Fig. 1: run 1, gate families picked out
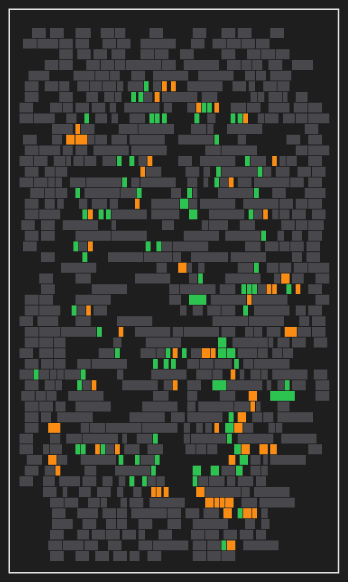
Fig. 2: run 1, routing congestion
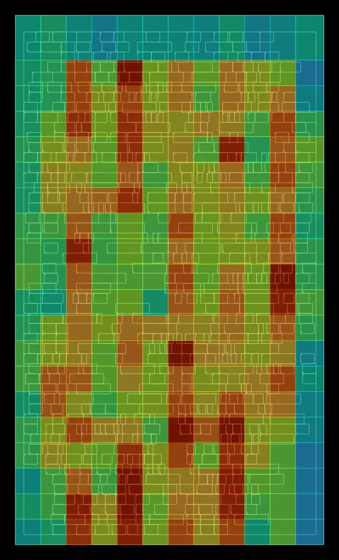
Fig. 3: run 1, cells colored by class
Bar = 20 um.
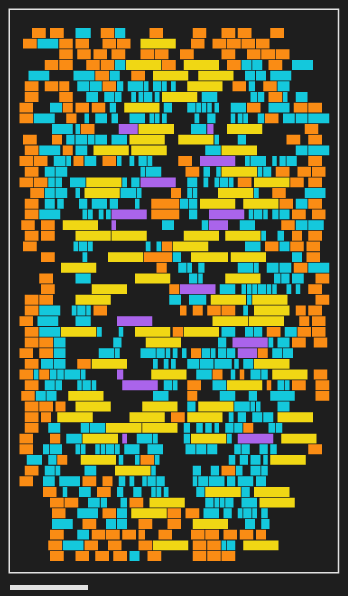
## config.mk

```make
export PLATFORM = sky130hd
export DESIGN_NAME = stage2_n_select_pipe
export DESIGN_NICKNAME = d
export VERILOG_FILES = /design/src/rtl/stage2_n_select_pipe_pkg.sv /design/src/rtl/stage2_n_select_pipe_n_select_ch.sv /design/src/rtl/stage2_n_select_pipe.sv
export SDC_FILE = /design/constraint.sdc
export NUM_CORES = 1
export LEC_CHECK = 0
export CAP_MARGIN = 20
export CORE_ASPECT_RATIO = 1.75
export CORE_MARGIN = 2
export CORE_UTILIZATION = 40
export CTS_CLUSTER_DIAMETER = 50
export DETAILED_ROUTE_END_ITERATION = 10
export MAX_ROUTING_LAYER = met4
export PLACE_DENSITY = 0.75
export RECOVER_POWER = 100
export SYNTH_ARGS = -nofsm -noshare
export SYNTH_HDL_FRONTEND = slang
export SYNTH_HIERARCHICAL = 1
export SYNTH_SLANG_ARGS = --single-unit
```

## constraint.sdc

```tcl
create_clock -name clk -period 2.3 [get_ports clk]
set_clock_uncertainty 0.2 [all_clocks]
set_input_delay 0.23 -clock clk [delete_from_list [all_inputs] [get_ports clk]]
set_output_delay 0.23 -clock clk [all_outputs]
set_load 0.01 [all_outputs]
```

## src/rtl/stage2_n_select_pipe_pkg.sv

```systemverilog
// Shared constants, buffer-state encoding and helpers for the stage-2 N-type selector pipe.
// Control codes and message width mirror the para_def.v values used by the stage-2/3 blocks.
package stage2_n_select_pipe_pkg;

    localparam int N_TYPE_CONTROL_WIDTH = 3;
    localparam int MAX_MESSAGE_BITS     = 8;
    localparam int NUM_SRC              = 5;
    localparam int ERR_W                = 16;

    localparam logic [N_TYPE_CONTROL_WIDTH-1:0] N_TYPE_L = 3'd0;
    localparam logic [N_TYPE_CONTROL_WIDTH-1:0] N_TYPE_M = 3'd1;
    localparam logic [N_TYPE_CONTROL_WIDTH-1:0] N_TYPE_N = 3'd2;
    localparam logic [N_TYPE_CONTROL_WIDTH-1:0] N_TYPE_R = 3'd3;
    localparam logic [N_TYPE_CONTROL_WIDTH-1:0] N_TYPE_S = 3'd4;

    localparam logic [MAX_MESSAGE_BITS-1:0] DEFAUT_MESSAGE = 8'd0;

    // Occupancy of the two-entry skid buffer.
    typedef enum logic [1:0] {
        BUF_EMPTY = 2'd0,
        BUF_ONE   = 2'd1,
        BUF_TWO   = 2'd2
    } buf_state_e;

    function automatic logic [ERR_W-1:0] sat_inc(input logic [ERR_W-1:0] value);
        logic [ERR_W-1:0] result;
        if (value == 16'hFFFF) begin
            result = value;
        end else begin
            result = value + 16'd1;
        end
        return result;
    endfunction

endpackage

```

## src/rtl/stage2_n_select_pipe_n_select_ch.sv

```systemverilog
// One channel of the N-type selector: five candidates plus a control code give the
// chosen message and a flag for an unrecognised code.
module n_select_ch
    import stage2_n_select_pipe_pkg::*;
#(
    parameter int               MSG_W       = MAX_MESSAGE_BITS,
    parameter int               CTRL_W      = N_TYPE_CONTROL_WIDTH,
    parameter logic [MSG_W-1:0] DEFAULT_MSG = MSG_W'(DEFAUT_MESSAGE)
) (
    input  logic [NUM_SRC*MSG_W-1:0] cand,
    input  logic [CTRL_W-1:0]        ctrl,
    output logic [MSG_W-1:0]         msg,
    output logic                     bad
);

    // Decode the control code into a candidate pick or the default message.
    always_comb begin
        msg = DEFAULT_MSG;
        bad = 1'b0;
        case (ctrl)
            CTRL_W'(N_TYPE_L): msg = cand[0*MSG_W +: MSG_W];
            CTRL_W'(N_TYPE_M): msg = cand[1*MSG_W +: MSG_W];
            CTRL_W'(N_TYPE_N): msg = cand[2*MSG_W +: MSG_W];
            CTRL_W'(N_TYPE_R): msg = cand[3*MSG_W +: MSG_W];
            CTRL_W'(N_TYPE_S): msg = cand[4*MSG_W +: MSG_W];
            default: begin
                msg = DEFAULT_MSG;
                bad = 1'b1;
            end
        endcase
    end

endmodule

```

## src/rtl/stage2_n_select_pipe.sv

```systemverilog
// Stage-2 N-type message selector: per-channel selection feeding a two-entry
// valid/ready skid buffer, plus a saturating count of beats carrying illegal codes.
module stage2_n_select_pipe
    import stage2_n_select_pipe_pkg::*;
#(
    parameter int               MSG_W       = MAX_MESSAGE_BITS,
    parameter int               NUM_CH      = 3,
    parameter int               CTRL_W      = N_TYPE_CONTROL_WIDTH,
    parameter logic [MSG_W-1:0] DEFAULT_MSG = MSG_W'(DEFAUT_MESSAGE)
) (
    input  logic                             clk,
    input  logic                             rst_n,
    input  logic [NUM_CH*NUM_SRC*MSG_W-1:0]  in_msg,
    input  logic [NUM_CH*CTRL_W-1:0]         in_ctrl,
    input  logic                             in_valid,
    output logic                             in_ready,
    output logic [NUM_CH*MSG_W-1:0]          out_msg,
    output logic [NUM_CH-1:0]                out_bad,
    output logic                             out_valid,
    input  logic                             out_ready,
    input  logic                             err_clr,
    output logic [ERR_W-1:0]                 err_cnt
);

    logic [NUM_CH*MSG_W-1:0] sel_msg_s;
    logic [NUM_CH-1:0]       sel_bad_s;
    logic                    accept_s;
    logic                    emit_s;

    buf_state_e              state_r;
    logic [NUM_CH*MSG_W-1:0] main_msg_r;
    logic [NUM_CH-1:0]       main_bad_r;
    logic [NUM_CH*MSG_W-1:0] skid_msg_r;
    logic [NUM_CH-1:0]       skid_bad_r;
    logic                    in_ready_r;
    logic                    out_valid_r;
    logic [ERR_W-1:0]        err_cnt_r;

    for (genvar c = 0; c < NUM_CH; c++) begin : g_ch
        n_select_ch #(
            .MSG_W       (MSG_W),
            .CTRL_W      (CTRL_W),
            .DEFAULT_MSG (DEFAULT_MSG)
        ) u_sel (
            .cand (in_msg[c*NUM_SRC*MSG_W +: NUM_SRC*MSG_W]),
            .ctrl (in_ctrl[c*CTRL_W +: CTRL_W]),
            .msg  (sel_msg_s[c*MSG_W +: MSG_W]),
            .bad  (sel_bad_s[c])
        );
    end

    // Handshakes use only registered flags, so in_ready never depends on out_ready.
    assign accept_s = in_valid && in_ready_r;
    assign emit_s   = out_valid_r && out_ready;

    // Skid-buffer occupancy FSM; in_ready/out_valid are registered alongside the state.
    always_ff @(posedge clk or negedge rst_n) begin
        if (!rst_n) begin
            state_r     <= BUF_EMPTY;
            main_msg_r  <= {(NUM_CH*MSG_W){1'b0}};
            main_bad_r  <= {NUM_CH{1'b0}};
            skid_msg_r  <= {(NUM_CH*MSG_W){1'b0}};
            skid_bad_r  <= {NUM_CH{1'b0}};
            in_ready_r  <= 1'b1;
            out_valid_r <= 1'b0;
        end else begin
            case (state_r)
                BUF_EMPTY: begin
                    if (accept_s) begin
                        main_msg_r  <= sel_msg_s;
                        main_bad_r  <= sel_bad_s;
                        state_r     <= BUF_ONE;
                        out_valid_r <= 1'b1;
                        in_ready_r  <= 1'b1;
                    end
                end
                BUF_ONE: begin
                    if (accept_s && emit_s) begin
                        main_msg_r <= sel_msg_s;
                        main_bad_r <= sel_bad_s;
                    end else if (accept_s) begin
                        // Main is stalled, so the new beat parks in the skid slot.
                        skid_msg_r <= sel_msg_s;
                        skid_bad_r <= sel_bad_s;
                        state_r    <= BUF_TWO;
                        in_ready_r <= 1'b0;
                    end else if (emit_s) begin
                        state_r     <= BUF_EMPTY;
                        out_valid_r <= 1'b0;
                    end
                end
                BUF_TWO: begin
                    if (emit_s) begin
                        main_msg_r <= skid_msg_r;
                        main_bad_r <= skid_bad_r;
                        state_r    <= BUF_ONE;
                        in_ready_r <= 1'b1;
                    end
                end
                default: begin
                    state_r     <= BUF_EMPTY;
                    in_ready_r  <= 1'b1;
                    out_valid_r <= 1'b0;
                end
            endcase
        end
    end

    // Saturating illegal-beat counter; a clear wins over a same-cycle bad accept.
    always_ff @(posedge clk or negedge rst_n) begin
        if (!rst_n) begin
            err_cnt_r <= 16'd0;
        end else if (err_clr) begin
            err_cnt_r <= 16'd0;
        end else if (accept_s && (|sel_bad_s)) begin
            err_cnt_r <= sat_inc(err_cnt_r);
        end
    end

    assign in_ready  = in_ready_r;
    assign out_valid = out_valid_r;
    assign out_msg   = main_msg_r;
    assign out_bad   = main_bad_r;
    assign err_cnt   = err_cnt_r;

endmodule

```

==> summary.txt, run 1 <==
Item: results of the latest flow run.

- The report shows a maximum critical-path fanout of 6.
- Across all stage logs, warnings added up to 26.
- The tree is rooted in a sky130_fd_sc_hd__clkbuf_16.
- Hold-check failures listed in the final report amount to 0.
- The H-tree was split into 3 levels.
- The power per cell area is 460.5 mW/mm2.
- The worst endpoint required time is roughly 2400 ps.
- The endpoint with the worst hold slack is skid_bad_r[0]$_DFFE_PN0P_.
- The register area share after synthesis is 0.4184.
- The number of design rule violations left after detail routing is 0.
- For this run, the top clock speed supported by timing is 0.4558 GHz.
- The measured slew at the worst slew-check pin is 1202 ps.
- The number of cells on the worst hold path is listed as 1.
- Across the VDD grid, the largest voltage drop is between 300 and 400 uV.
- By area the synthesized netlist is led by sky130_fd_sc_hd__dfrtp_1 (41%), sky130_fd_sc_hd__mux2_2 (8.9%), sky130_fd_sc_hd__mux2_4 (7.1%).
- After layout, the minimum clock period comes to 2194 ps.
- For reference, the critical path is captured by err_cnt[4]$_DFFE_PN0P_.
- The flip-flop and latch count after synthesis is 74.
- The kind of path behind the tightest hold check is flop to flop.
- In this run the maximum-capacitance check reported violations numbering 0.
- For the worst flop-to-flop path, the logic depth is 5.
- For this run, the final setup violation count is recorded as 0.
- The half-perimeter wire length of the detailed placement result is about 11 mm.
- The critical register-to-register path endpoint is out_bad[0]$_DFFE_PN0P_.
- The internal portion of the total power is 0.002442 W.
- The synthesis report names the predominant flop master as sky130_fd_sc_hd__dfrtp_1.
- The initial antenna violation count came to 0.
- The total net switching power is 0.0006872 W.
- By count the netlist is led by sky130_fd_sc_hd__dfrtp_1 (73), sky130_fd_sc_hd__nand2_1 (68), sky130_fd_sc_hd__nor2_1 (38), sky130_fd_sc_hd__mux2_2 (35), sky130_fd_sc_hd__a31oi_1 (28).
- The maximum buffer depth of the clock tree is 2.
- The total power of the final layout is 0.003129 W.
- Counting every sink on the clock net gives 74.
- The worst setup path category is input pin to flop.
- The number of detailed-routing iterations run before antenna repair is 4.
- The remaining number of nets flagged by the antenna check after routing is 0.
- STA classifies the critical path endpoint as a flop.
- The source-to-sink clock delay at the later pin of the worst-skew pair is 320 ps.
- In this run, distinct cell masters in the synthesized netlist total 44.
- The count of flip-flops with a built-in enable after synthesis is 0.
- The layout-stage area growth over the synthesis result is 53.42%.
- The register share of total power is 0.416.
- Headroom to the max-slew limit came out at 0.1989.
- Clock-pin slew was measured on the worst setup and hold paths at 50 ps.
- The share of total power dissipated in combinational logic is 0.166.
- The total of warnings raised by yosys is 6.
- The share of total power dissipated in the clock network is 0.418.
- The largest area contributor in the synthesized netlist is sky130_fd_sc_hd__dfrtp_1.
- In this run the standard cell core region covers 0.01076 mm2.
- Averaged over all synthesized cells, the footprint is roughly 9.7 um2.
- The die is 143.2 um tall.
- Per the gpl log, the routability congestion estimate is 0.8706.
- The startpoint of the worst hold path is skid_bad_r[0]$_DFFE_PN0P_.
- In the final layout, the share of cells above drive strength 1 is 0.1826.
- The arrival time at the worst endpoint is 2250 ps.
- STA classifies the critical path startpoint as an input pin.
- Setup repair after global routing left no endpoint under its margin.
- Per the detail_route report, routed wire per instance is 16.95 um.
- The most frequent cell after synthesis is sky130_fd_sc_hd__dfrtp_1.
- Row generation in the floorplan step produced 50 rows.
- The total vias in the final route is 4411.
- After synthesis, the design contains 458 cells according to Yosys.
- The script computed the net switching share of total power as 0.2196.
- The fraction of the core area occupied by cells at floorplan is 0.4116.
- The CTS tree is built.
- The static leakage is 2.983 nW.
- Per the log, the first TritonRoute iteration ended with a DRC count of 169.
- Per the final report, max-transition violations number 0.
- The first global-routing pass estimated 21.76 mm of wire.
- The share of the clock period used by the worst path after layout is 0.9538.
- During placement, the flow inserted port buffers numbering 178.
- Of the post-synthesis cell area, the dominant cell type holds 0.4124.
- The antenna diode count is 0.
- Per the TritonCTS log, the buffer count is 9.
- The share of flip-flops with an asynchronous set or reset after synthesis is 1.000.
- The synthesized netlist occupies a cell area of 0.004429 mm2.
- The floorplan step defined a die boundary enclosing 0.01196 mm2.
- In this run the horizontal extent of the chip is 83.55 um.
- Entering global routing, the biggest net connects ~48 pins.
- Total global-route track usage over all layers is 0.2303.
- The run finished with clean final reports.
- Pin placement for this block handled 179 I/O pins.
- Summed over all layers, the routed wires come to 13.34 mm.
- In this run the worst setup path begins at in_ctrl[1].
- Yosys reports a chip area of 0.004429 mm2.
- After the last flow step, the layout net total stands at 787.
- The setup check on the worst reg-to-reg path leaves a slack of roughly 180 ps.
- For this run the aggregate overflow at the end of global routing stands at 0.
- The launching point of the worst reg2reg path is state_r[0]$_DFFE_PN0P_.
- The synthesized netlist net count is 593.
- Dividing the detail-routed via count by the number of cells gives 5.605.
- After technology mapping, the gate count stands at about 460.
- The count of filler cells inserted in the layout is 963.
- The via count of the first global-routing pass came to 4673.
Notes on Fig. 1 above:
- orange: NOR gates (cells 58)
- green: NAND gates (cells 82)

Notes on Fig. 2 above:
share of the core filled with cells in the final layout: 0.6315
routing usage on met3: 0.02890

Notes on Fig. 3 above:
- purple: clock drivers and dummy loads (cells 16; share of their area 4.3%)
- cyan: all other logic (cells 355; share of their area 37%)
- yellow: flip-flops (cells 74; share of their area 28%)
- orange: other buffers and delay cells (cells 212; share of their area 31%)

-- run 1: per-stage QoR --
| stage | worst slack, ps | hold WS, ps | setup TNS [ps] | std cells | instance area [um2] |
|---|---|---|---|---|---|
| after floorplan | 125.5 | -265.6 | 0 | 458 | 4429 |
| after global placement | -287.1 | 77.75 | -2525 | 770 | 6529 |
| after detailed placement | -306.0 | 83.76 | -3002 | 770 | 6529 |
| after CTS | 24.35 | 280.8 | 0 | 787 | 6823 |
| after global routing | 2.307 | 321.9 | 0 | 787 | 6795 |
| final | 106.2 | 304.5 | 0 | 787 | 6795 |
-- run 1: cells in the final DEF (no fill, tap or decap), drive strengths merged, types with 4 or more instances in the layout --
cell type,n
clkdlybuf4s50,132
dfrtp,73
nand2,68
mux2,56
dlygate4sd3,46
nor2,38
buf,31
a31oi,28
o21ai,26
a32oi,24
a22oi,21
clkbuf,17
a21oi,12
nor2b,11
inv,9
or4,8
nor4,7
o31ai,7
nand4,6
nand2b,4
o21a,4
nand3,4
-- run 1: layout make-up --
cell class / count / area, um2 / share of cell area
well taps: 130 / 162.7 / 0.02394
clock buffers: 14 / 274.0 / 0.04032
flip-flops and latches: 74 / 1853 / 0.2727
multi-input cells: 346 / 2400 / 0.3532
inverters: 9 / 33.78 / 0.004971
repair buffers: 212 / 2062 / 0.3034
clock inverters: 2 / 10.01 / 0.001473
-- run 1: timing repair --
action,CTS,global route
hold buffers,1,0
endpoints found under the hold margin,46,0
buffers inserted,0,0
resized,0,4
endpoints found under the setup margin,0,9
-- run 1: state kept, by name, summed over array words and instances, names as in the netlist --
name,cells
out_bad,3
err_cnt,16
in_ready,1
state_r,2
skid_msg_r,24
skid_bad_r,3
out_valid,1
out_msg,24
-- run 1: cell families (layout without fill, tap and decap cells) --
kind of cell    Yosys count  after routing  synth area share
fa+ha+maj                 1              1          0.002824
compound gates          131            131            0.2025
flops                    74             74            0.4184
buf+inv                  38            237           0.03955
mux                      57             57            0.1624
simple gates            156            156            0.1723
xor+xnor                  1              1          0.001978
-- run 1: per-layer routing --
metal  vias up  wire (um)  track usage  part of all wire
met2       133       7671       0.4431              0.58
met3        29        477      0.02890             0.036
li1       2108          -            -                 -
met4         0        353      0.09847             0.026
met5         -          0            -                 0
met1      2141       4837       0.2311              0.36
-- run 1: critical path, stage by stage --
cell and delay (ps):
sky130_fd_sc_hd__clkdlybuf4s50_1 480, sky130_fd_sc_hd__o21a_2 210, sky130_fd_sc_hd__buf_4 130, sky130_fd_sc_hd__o311a_1 200, sky130_fd_sc_hd__buf_4 120, sky130_fd_sc_hd__nand2_1 120
sky130_fd_sc_hd__or4_2 590, sky130_fd_sc_hd__a21oi_2 170
-- run 1: power groups by stage --
| stage | Combinational, W | Sequential, W | Clock, W |
|---|---|---|---|
| 3_5_place_dp | 0.000520 | 0.00133 | 0 |
| 2_1_floorplan | 0.000197 | 0.00133 | 0 |
| 4_1_cts | 0.000523 | 0.00130 | 0.00134 |
| 5_1_grt | 0.000562 | 0.00130 | 0.00140 |
| 3_3_place_gp | 0.000508 | 0.00133 | 0 |
| 6_report | 0.000519 | 0.00130 | 0.00131 |
==> run 2, diff against run 1 <==
==> constraint.sdc (replaced) <==
create_clock -name clk -period 2.1 [get_ports clk]
set_clock_uncertainty 0.2 [all_clocks]
set_input_delay 0.21 -clock clk [delete_from_list [all_inputs] [get_ports clk]]
set_output_delay 0.21 -clock clk [all_outputs]
set_load 0.01 [all_outputs]
Fig. 4: run 2, wiring by layer
Bar = 20 um. Only two layers are drawn.
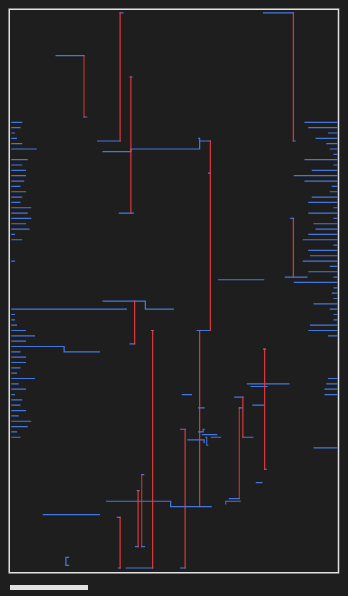
- blue: met3 (wire length 586 um)
- red: met4 (wire length 440 um)

Fig. 5: run 2, register map, names as in the netlist
Bar = 20 um. Other sequential cells in the stronger gray, the rest of the logic in the fainter gray.
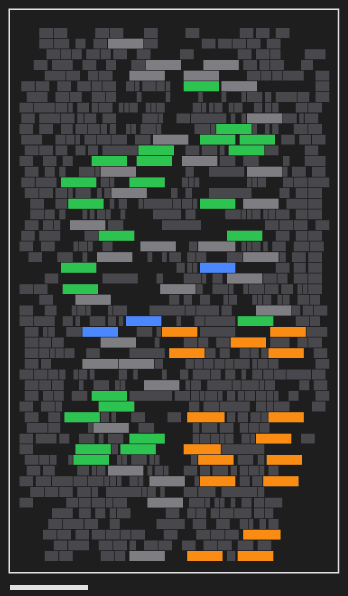
- green: skid_msg_r (sequential cells 24)
- orange: err_cnt (sequential cells 16)
- blue: skid_bad_r (sequential cells 3)

==> summary.txt, run 2 <==
Item: results of the latest flow run.

- The share of flip-flops with an asynchronous set or reset after synthesis came to 1.000 (unchanged).
- The average wire per cell in the routed design is 16.83 um (-0.70%).
- The final critical-path setup slack was 27.10 ps (-79.05 ps).
- The initial antenna violation count is 0 (unchanged).
- The static leakage was 3.065 nW (+2.8%).
- In the layout the commonest cells are sky130_fd_sc_hd__clkdlybuf4s50_1 (147), sky130_fd_sc_hd__dfrtp_1 (70), sky130_fd_sc_hd__nand2_1 (67).
- The post-layout net count is 805 (+2.3%).
- The most crowded layer after global routing is met2.
- The I/O pin count is 179 (unchanged).
- The cell area after synthesis is 0.004429 mm2 (unchanged).
- The number of sinks driven by the clock tree is 74 (unchanged).
- The standard cell area after detailed placement is 0.006641 mm2 (+1.7%).
- The count of buffers inserted at the top-level ports is 178 (unchanged).
- The depth of the worst hold-timing path is 1 (unchanged).
- The highest achievable clock rate is 0.4824 GHz.
- The post-route setup TNS came to 0 ps (unchanged).
- The maximum VDD drop is 441.4 uV (+26%).
- The first-pass GRT wire length is 21.33 mm (-2.0%).
- The placement row count is 50 (unchanged).
- The total of warnings raised by yosys is 6 (unchanged).
- Subtracting the final worst setup slack from the clock period gives 2073 ps.
- The measured slew at the worst slew-check pin is 886.9 ps (-314.7 ps).
- The cell count listed in synth_stat.txt was 458 (unchanged).
- The number of distinct library cells after synthesis is 44 (unchanged).
- The overall global routing resource usage is 0.2270 (-0.003313).
- The largest area contributor in the synthesized netlist is sky130_fd_sc_hd__dfrtp_1.
- The count of placed standard cells including taps is 785 (+1.9%).
- The routability-driven placement congestion ratio is 0.8757 (+0.59%).
- The sum of routed wire length over all layers was 13.55 mm (+1.6%).
- The commonest cells after synthesis are sky130_fd_sc_hd__dfrtp_1 (73), sky130_fd_sc_hd__nand2_1 (68), sky130_fd_sc_hd__nor2_1 (38), sky130_fd_sc_hd__mux2_2 (35), sky130_fd_sc_hd__a31oi_1 (28).
- The setup violation total in the final timing report came to 0 (unchanged).
- The half-perimeter wire length of the detailed placement result is 10.60 mm (about the same).
- The worst setup path is launched from a flop.
- The instance count of the mapped netlist came to 458 (unchanged).
- The final tally of max-slew violations is 0 (unchanged).
- The yosys stat chip area is 0.004429 mm2 (unchanged).
- The number of endpoints with negative hold slack in the final report is 0 (unchanged).
- The via count of the first global-routing pass came to 4671 (-0.043%).
- The average footprint of a synthesized cell is 9.671 um2 (unchanged).
- The power per cell area came to 529.9 mW/mm2 (+15%).
- The area of the placeable core is 0.01076 mm2 (unchanged).
- The antenna diode count was 0 (unchanged).
- The layout-stage area growth over the synthesis result is 60.51%.
- Of the available clock period, the critical path in the final layout requires 0.9871.
- The worst slack at placement is -636.2 ps (-330.2 ps).
- The arrival time at the worst endpoint is 2130 ps (-120 ps).
- The number of logged tool warnings was 27 (+3.8%).
- The average vias per placed instance is 5.552 (-0.95%).
- In the synthesized netlist the dominant register cell turns out to be sky130_fd_sc_hd__dfrtp_1.
- The number of design rule violations left after detail routing is 0 (unchanged).
- The number of buffers created by CTS is 9 (unchanged).
- The CTS H-tree depth is 3 (unchanged).
- The endpoint with the worst hold slack is skid_msg_r[1]$_DFFE_PN0P_.
- The register area share after synthesis is 0.4184 (unchanged).
- The run finished with clean final reports.
- The utilization after layout is 0.6607 (+0.02919).
- The CTS tree is built.
- The non-filler instance count after layout is 805 (+2.3%).
- The synthesized netlist net count is 593 (unchanged).
- The worst endpoint required time is 2160 ps (-190 ps).
- The remaining number of nets flagged by the antenna check after routing is 0 (unchanged).
- The count of flip-flops with a built-in enable after synthesis is 0 (unchanged).
- The number of max-cap violations was 0 (unchanged).
- The setup slack of the most critical reg-to-reg path is 30 ps (-150 ps).
- The source-to-sink clock delay at the later pin of the worst-skew pair is 340 ps (+20 ps).
- The chip area came to 0.01196 mm2 (unchanged).
- The worst register-to-register path begins at in_ready$_DFFE_PN1P_.
- The chip width came to 83.55 um (unchanged).
- The fraction of the core area occupied by cells at floorplan is 0.4116 (unchanged).
- By area the synthesized netlist is led by sky130_fd_sc_hd__dfrtp_1 (41%), sky130_fd_sc_hd__mux2_2 (8.9%), sky130_fd_sc_hd__mux2_4 (7.1%).
- The met2 routing resource usage after global routing is 0.4414 (-0.001698).
- The global-route met1 utilization came to 0.2151 (-0.01596).
- The capture point of the worst register-to-register path is recorded as err_cnt[12]$_DFFE_PN0P_.
- The maximum buffer depth of the clock tree is 2 (unchanged).
- The height of the die was 143.2 um (unchanged).
- The most common cell after layout, fill and taps aside is sky130_fd_sc_hd__clkdlybuf4s50_1.
- The worst setup path is captured at a flop.
- The worst-case reg-to-reg path depth came to 4 (-1).
- The flip-flop and latch count after synthesis came to 74 (unchanged).
- The number of detailed-routing iterations run before antenna repair is 4 (unchanged).
- The clock-pin transition on the worst setup and hold timing paths was 60 ps (about the same).
- For this run the top cell type by instance count after synthesis was sky130_fd_sc_hd__dfrtp_1.
- The design area is 0.007109 mm2 (+4.6%).
- The tightest min-delay check is of the flop to flop type.
- The area fraction of the dominant cell type after synthesis is 0.4124 (unchanged).
- The total grt overflow was 0 (unchanged).
- The root cell of the clock tree is sky130_fd_sc_hd__clkbuf_16.
- The headroom to the max-slew limit is 0.4087 (+0.2098).
- The worst setup path category is flop to flop.
- The fraction of layout instances using a drive strength above 1 is 0.2326 (+0.04994).
- The pin count of the biggest net entering global routing was 41 (-15%).
- The launching element of the worst setup path is in_ready$_DFFE_PN1P_.
- The global-route met3 utilization came to 0.03468 (+0.005780).
- The launch point of the worst min-delay path is recorded as skid_msg_r[1]$_DFFE_PN0P_.
- The total vias in the final route is 4469 (+1.3%).
- The highest fanout seen on the critical path came to 5 (-1).
- The violation count after the first detailed-route iteration is 186 (+10%).
==> run 2: cell counts after synthesis <==
Identical to the previous run, type by type.
==> run 2: worst max-delay path, cell delays in order (launching register included) <==
cell                       delay, ps
sky130_fd_sc_hd__dfstp_1         580
sky130_fd_sc_hd__o311ai_2        140
sky130_fd_sc_hd__or4_4           470
sky130_fd_sc_hd__or4_4           430
sky130_fd_sc_hd__a21oi_2         160
==> run 2: how the worst max path moves through the flow <==
stage,slack (ps),end
2_1_floorplan,30,err_cnt[12]$_DFFE_PN0P_
3_3_place_gp,-480,err_cnt[9]$_DFFE_PN0P_
3_5_place_dp,-640,err_cnt[9]$_DFFE_PN0P_
4_1_cts,-30,err_cnt[12]$_DFFE_PN0P_
5_1_grt,-7,err_cnt[14]$_DFFE_PN0P_
6_report,30,err_cnt[12]$_DFFE_PN0P_
==> run 2: cells by family after synthesis <==
logic type / after synthesis / synth area share
multiplexers: 57 / 0.1624
AND/OR/NAND/NOR: 156 / 0.1723
AND-OR/OR-AND: 131 / 0.2025
flip-flops: 74 / 0.4184
XOR/XNOR: 1 / 0.001978
adder cells (fa/ha/maj): 1 / 0.002824
buffers and inverters: 38 / 0.03955
==> run 2: through the flow <==
| stage | hold WS, ps | power [W] |
|---|---|---|
| final | 305.0 | 0.003767 |
| after detailed placement | -8.320 | 0.002023 |
| after floorplan | -285.6 | 0.001669 |
| after global placement | -16.07 | 0.002011 |
| after global routing | 324.7 | 0.003895 |
| after CTS | 175.7 | 0.003800 |
==> run 2: power breakdown <==
group	leakage (nW)	switching, W	internal, W
Sequential	1.02	0.0000000000000000000319	0.00143
Clock	0.158	0.000607	0.00116
Combinational	1.89	0.000216	0.000361
Total	3.07	0.000823	0.00294
==> run 2: what timing repair did <==
action	in CTS	in global routing
hold buffers	1	0
buffers inserted	0	3
resized	8	15
hold endpoints to repair	34	0
setup endpoints to repair	12	13
pin swaps	2	5
==> run 2: metal layers <==
metal	routed length, um	vias to the layer above
li1	-	2138
met1	4877	2136
met2	7647	162
met3	586	33
met4	439	0
met5	0	-
==> run 2: area by class of cell <==
type / instances / area [um2]
clock buffer: 9 / 225.2
clock inverter: 7 / 117.6
fill: 880 / 3651
inverter: 9 / 33.78
multi-input combinational: 346 / 2515
sequential: 74 / 1857
tap: 130 / 162.7
timing repair buffer: 230 / 2198
==> run 3, diff against run 2 <==
--- a/config.mk
+++ b/config.mk
@@ -8,11 +8,11 @@
 export CAP_MARGIN = 20
 export CORE_ASPECT_RATIO = 1.75
 export CORE_MARGIN = 2
-export CORE_UTILIZATION = 40
+export CORE_UTILIZATION = 44
 export CTS_CLUSTER_DIAMETER = 50
 export DETAILED_ROUTE_END_ITERATION = 10
 export MAX_ROUTING_LAYER = met4
-export PLACE_DENSITY = 0.75
+export PLACE_DENSITY = 0.81
 export RECOVER_POWER = 100
 export SYNTH_ARGS = -nofsm -noshare
 export SYNTH_HDL_FRONTEND = slang
Fig. 6: run 3, routing congestion
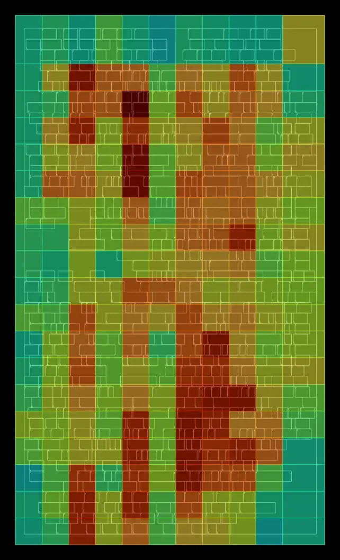
met1 track utilization from global routing: 0.2513
GR Layer Usage met2: 0.4865
wire length per cell: 17.29 um

Fig. 7: run 3, gate families picked out
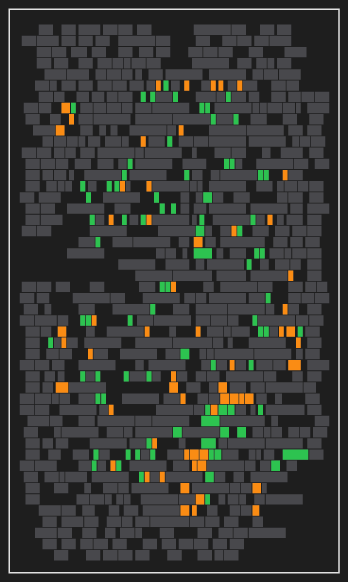
most frequent standard cell in the layout excluding fill and tap cells: sky130_fd_sc_hd__clkdlybuf4s50_1
non-filler cells in the finished layout: 796
Comb/total area: 0.3527

==> summary.txt, run 3 <==
Item: results of the latest flow run.

- The layout-stage area growth over the synthesis result is 57.40%.
- The placement row count was 48 (-4.0%).
- The antenna diode count came to 0 (unchanged).
- The number of max-cap violations is 0 (unchanged).
- The count of buffers inserted at the top-level ports is 178 (unchanged).
- The fraction of layout instances using a drive strength above 1 came to 0.2206 (-0.01203).
- The worst slack at placement is -492.7 ps (+143.5 ps).
- The cell area after synthesis is 0.004429 mm2 (unchanged).
- The remaining number of nets flagged by the antenna check after routing is 0 (unchanged).
- The final critical-path setup slack came to 55.65 ps (+28.55 ps).
- The worst-case reg-to-reg path depth is 4 (unchanged).
- The worst endpoint required time is 2160 ps (about the same).
- The area fraction of the dominant cell type after synthesis is 0.4124 (unchanged).
- The utilization after layout is 0.7078 (+0.04713).
- Routed signal wires occupy layers up through met4.
- The post-layout net count is 802 (-0.37%).
- The cell count listed in synth_stat.txt is 458 (unchanged).
- The static leakage is 3.072 nW (+0.20%).
- The chip width is 79.85 um (-4.4%).
- The routed length on met1 came to 4.753 mm (-2.5%).
- The routability-driven placement congestion ratio is 0.8949 (+2.2%).
- The most frequent cell after synthesis is sky130_fd_sc_hd__dfrtp_1.
- The largest total area in the synthesized netlist belongs to sky130_fd_sc_hd__dfrtp_1.
- The yosys stat chip area is 0.004429 mm2 (unchanged).
- The maximum VDD drop is 476.4 uV (+7.9%).
- The arrival time at the worst endpoint is 2110 ps (-20 ps).
- The number of logged tool warnings is 27 (unchanged).
- The flow ran to the end, and the final reports show no timing, DRC or antenna violations.
- The height of the die was 136.7 um (-4.5%).
- The worst hold margin is 302.2 ps (-2.808 ps).
- The fraction of the core area occupied by cells at floorplan is 0.4497 (+0.03807).
- Looking at the cell usage after synthesis, the top flip-flop cell is sky130_fd_sc_hd__dfrtp_1.
- The number of distinct library cells after synthesis is 44 (unchanged).
- The clock period minus worst slack was 2044 ps (-28.55 ps).
- The overall global routing resource usage is 0.2581 (+0.03111).
- The routed wire length on met2 is 7.871 mm (+2.9%).
- The violation count after the first detailed-route iteration was 198 (+6.5%).
- The number of sinks driven by the clock tree is 74 (unchanged).
- The kind of capture point of the worst setup path is a flop.
- The half-perimeter wire length of the detailed placement result was 10.65 mm (+0.50%).
- The CTS H-tree depth is 3 (unchanged).
- The worst setup path category is input pin to flop.
- The number of detailed-routing iterations run before antenna repair is 4 (unchanged).
- The source-to-sink clock delay at the later pin of the worst-skew pair is 340 ps (about the same).
- The instance count of the mapped netlist was 458 (unchanged).
- The root cell of the clock tree is sky130_fd_sc_hd__clkbuf_16.
- The count of flip-flops with a built-in enable after synthesis is 0 (unchanged).
- The sum of routed wire length over all layers is 13.76 mm (+1.6%).
- The number of endpoints with negative hold slack in the final report is 0 (unchanged).
- The total of warnings raised by yosys came to 6 (unchanged).
- The final tally of max-slew violations is 0 (unchanged).
- The kind of start point of the critical path is an input pin.
- The I/O pin count is 179 (unchanged).
- The maximum buffer depth of the clock tree is 2 (unchanged).
- The average footprint of a synthesized cell is 9.671 um2 (unchanged).
- The count of placed standard cells including taps is 780 (-0.64%).
- The main area contributors are sky130_fd_sc_hd__dfrtp_1 (41%), sky130_fd_sc_hd__mux2_2 (8.9%), sky130_fd_sc_hd__mux2_4 (7.1%).
- In the layout the commonest cells are sky130_fd_sc_hd__clkdlybuf4s50_1 (134), sky130_fd_sc_hd__dfrtp_1 (69), sky130_fd_sc_hd__nand2_1 (67).
- The setup violation total in the final timing report is 0 (unchanged).
- The flip-flop and latch count after synthesis is 74 (unchanged).
- The share of the clock period used by the worst path after layout was 0.9735 (-0.01360).
- The number of design rule violations left after detail routing is 0 (unchanged).
- According to the hold report, the worst path is of the flop to flop type.
- The via count of the first global-routing pass is 4665 (-0.13%).
- The first-pass GRT wire length was 21.55 mm (+1.0%).
- The clock-pin transition on the worst setup and hold timing paths is 60 ps (about the same).
- The share of flip-flops with an asynchronous set or reset after synthesis is 1.000 (unchanged).
- The CTS tree is built.
- The power per cell area is 524.8 mW/mm2 (-0.98%).
- The total grt overflow is 0 (unchanged).
- The number of buffers created by CTS is 9 (unchanged).
- The depth of the worst hold-timing path was 1 (unchanged).
- The headroom to the max-slew limit is 0.3344 (-0.07431).
- The highest achievable clock rate was 0.4892 GHz (+1.4%).
- The pin count of the biggest net entering global routing is 43 (+4.9%).
- The chip area is 0.01092 mm2 (-8.8%).
- The register area share after synthesis is 0.4184 (unchanged).
- The synthesized netlist net count is 593 (unchanged).
- The measured slew at the worst slew-check pin was 998.4 ps (+111.5 ps).
- The total vias in the final route was 4518 (+1.1%).
- By count the netlist is led by sky130_fd_sc_hd__dfrtp_1 (73), sky130_fd_sc_hd__nand2_1 (68), sky130_fd_sc_hd__nor2_1 (38), sky130_fd_sc_hd__mux2_2 (35), sky130_fd_sc_hd__a31oi_1 (28).
- The average vias per placed instance was 5.676 (+2.2%).
- The sum of met3 wire segment lengths after detailed routing is 664 um (+13%).
- The highest fanout seen on the critical path is 5 (unchanged).
- The area of the placeable core was 0.009849 mm2 (-8.5%).
- The initial antenna violation count was 0 (unchanged).
- The total power of the final layout is 0.003658 W (-2.9%).
run 3: netlist changes by cell type in the layout (fill, tap and decap cells not counted), sizes merged:
| cell | previous run | this run |
|---|---|---|
| clkdlybuf4s50 | 147 | 134 |
| clkinvlp | 3 | 0 |
| buf | 48 | 40 |
| bufinv | 3 | 2 |
| dlygate4sd3 | 31 | 44 |
| clkbuf | 13 | 22 |
| clkinv | 1 | 0 |
run 3: path summary, 6_finish.rpt:
kind | to | slack [ps] | startpoint
worst max register to register | err_cnt[12]$_DFFE_PN0P_ | 70 | in_ready$_DFFE_PN1P_
min in group asynchronous | out_msg[18]$_DFFE_PN0P_ | 370 | rst_n
worst max-delay path | err_cnt[4]$_DFFE_PN0P_ | 60 | in_ctrl[0]
max in group asynchronous | out_msg[15]$_DFFE_PN0P_ | 380 | rst_n
worst min-delay path | skid_msg_r[6]$_DFFE_PN0P_ | 300 | skid_msg_r[6]$_DFFE_PN0P_
worst min register to register | skid_msg_r[6]$_DFFE_PN0P_ | 300 | skid_msg_r[6]$_DFFE_PN0P_
run 3: report_power, final:
group | internal, W | total [W] | leakage [nW] | switching (W)
sequential | 0.00143 | 0.00143 | 1.02 | 0.0000000000000000000366
clock | 0.00110 | 0.00166 | 0.156 | 0.000562
combinational | 0.000353 | 0.000571 | 1.90 | 0.000218
run 3: cell families (layout without fill, tap and decap cells):
group,count (synthesis),after routing,share of synthesized area
AOI/OAI and AO/OA,131,131,0.2025
xor gates and xnor gates,1,1,0.001978
adders and majority gates,1,1,0.002824
buffers and inverters,38,251,0.03955
DFF,74,74,0.4184
muxes,57,57,0.1624
and+or+nand+nor,156,156,0.1723
run 3: metal layers:
metal | global-route usage | vias up
met5 | - | -
met4 | 0.1234 | 0
met2 | 0.4865 | 164
met3 | 0.04024 | 39
met1 | 0.2513 | 2177
li1 | - | 2138
run 3: what timing repair did:
| item | in CTS | in global routing |
|---|---|---|
| setup buffers | 0 | 0 |
| resized | 4 | 15 |
| pin swaps | 1 | 4 |
| hold buffers | 1 | 0 |
| cloned | 0 | 0 |
| endpoints found under the setup margin | 10 | 13 |
| hold endpoints to repair | 36 | 0 |
run 3: final cells by class:
class                      count  area (um2)
sequential                    74        1858
multi-input combinational    346        2459
clock buffer                  13       260.3
inverter                       9       33.78
clock inverter                 2       60.06
fill                         767        2878
timing repair buffer         227        2145
tap                          125       156.4
run 3: critical path: stages:
cell and delay, ps:
sky130_fd_sc_hd__clkdlybuf4s50_1 470, sky130_fd_sc_hd__o21a_2 210, sky130_fd_sc_hd__buf_6 120, sky130_fd_sc_hd__o311a_4 190, sky130_fd_sc_hd__buf_4 120, sky130_fd_sc_hd__nand2_2 80
sky130_fd_sc_hd__or4_2 550, sky130_fd_sc_hd__a21oi_2 140
run 3: metrics by stage:
stage | TNS [ps] | cell area [um2]
floorplan | 0 | 4433
finish | 0 | 6972
global route | -21.60 | 6972
detailed placement | -6502 | 6610
CTS | -75.68 | 6950
global placement | -4935 | 6610
No activity file was given, so power comes from the tool's default toggle rates.
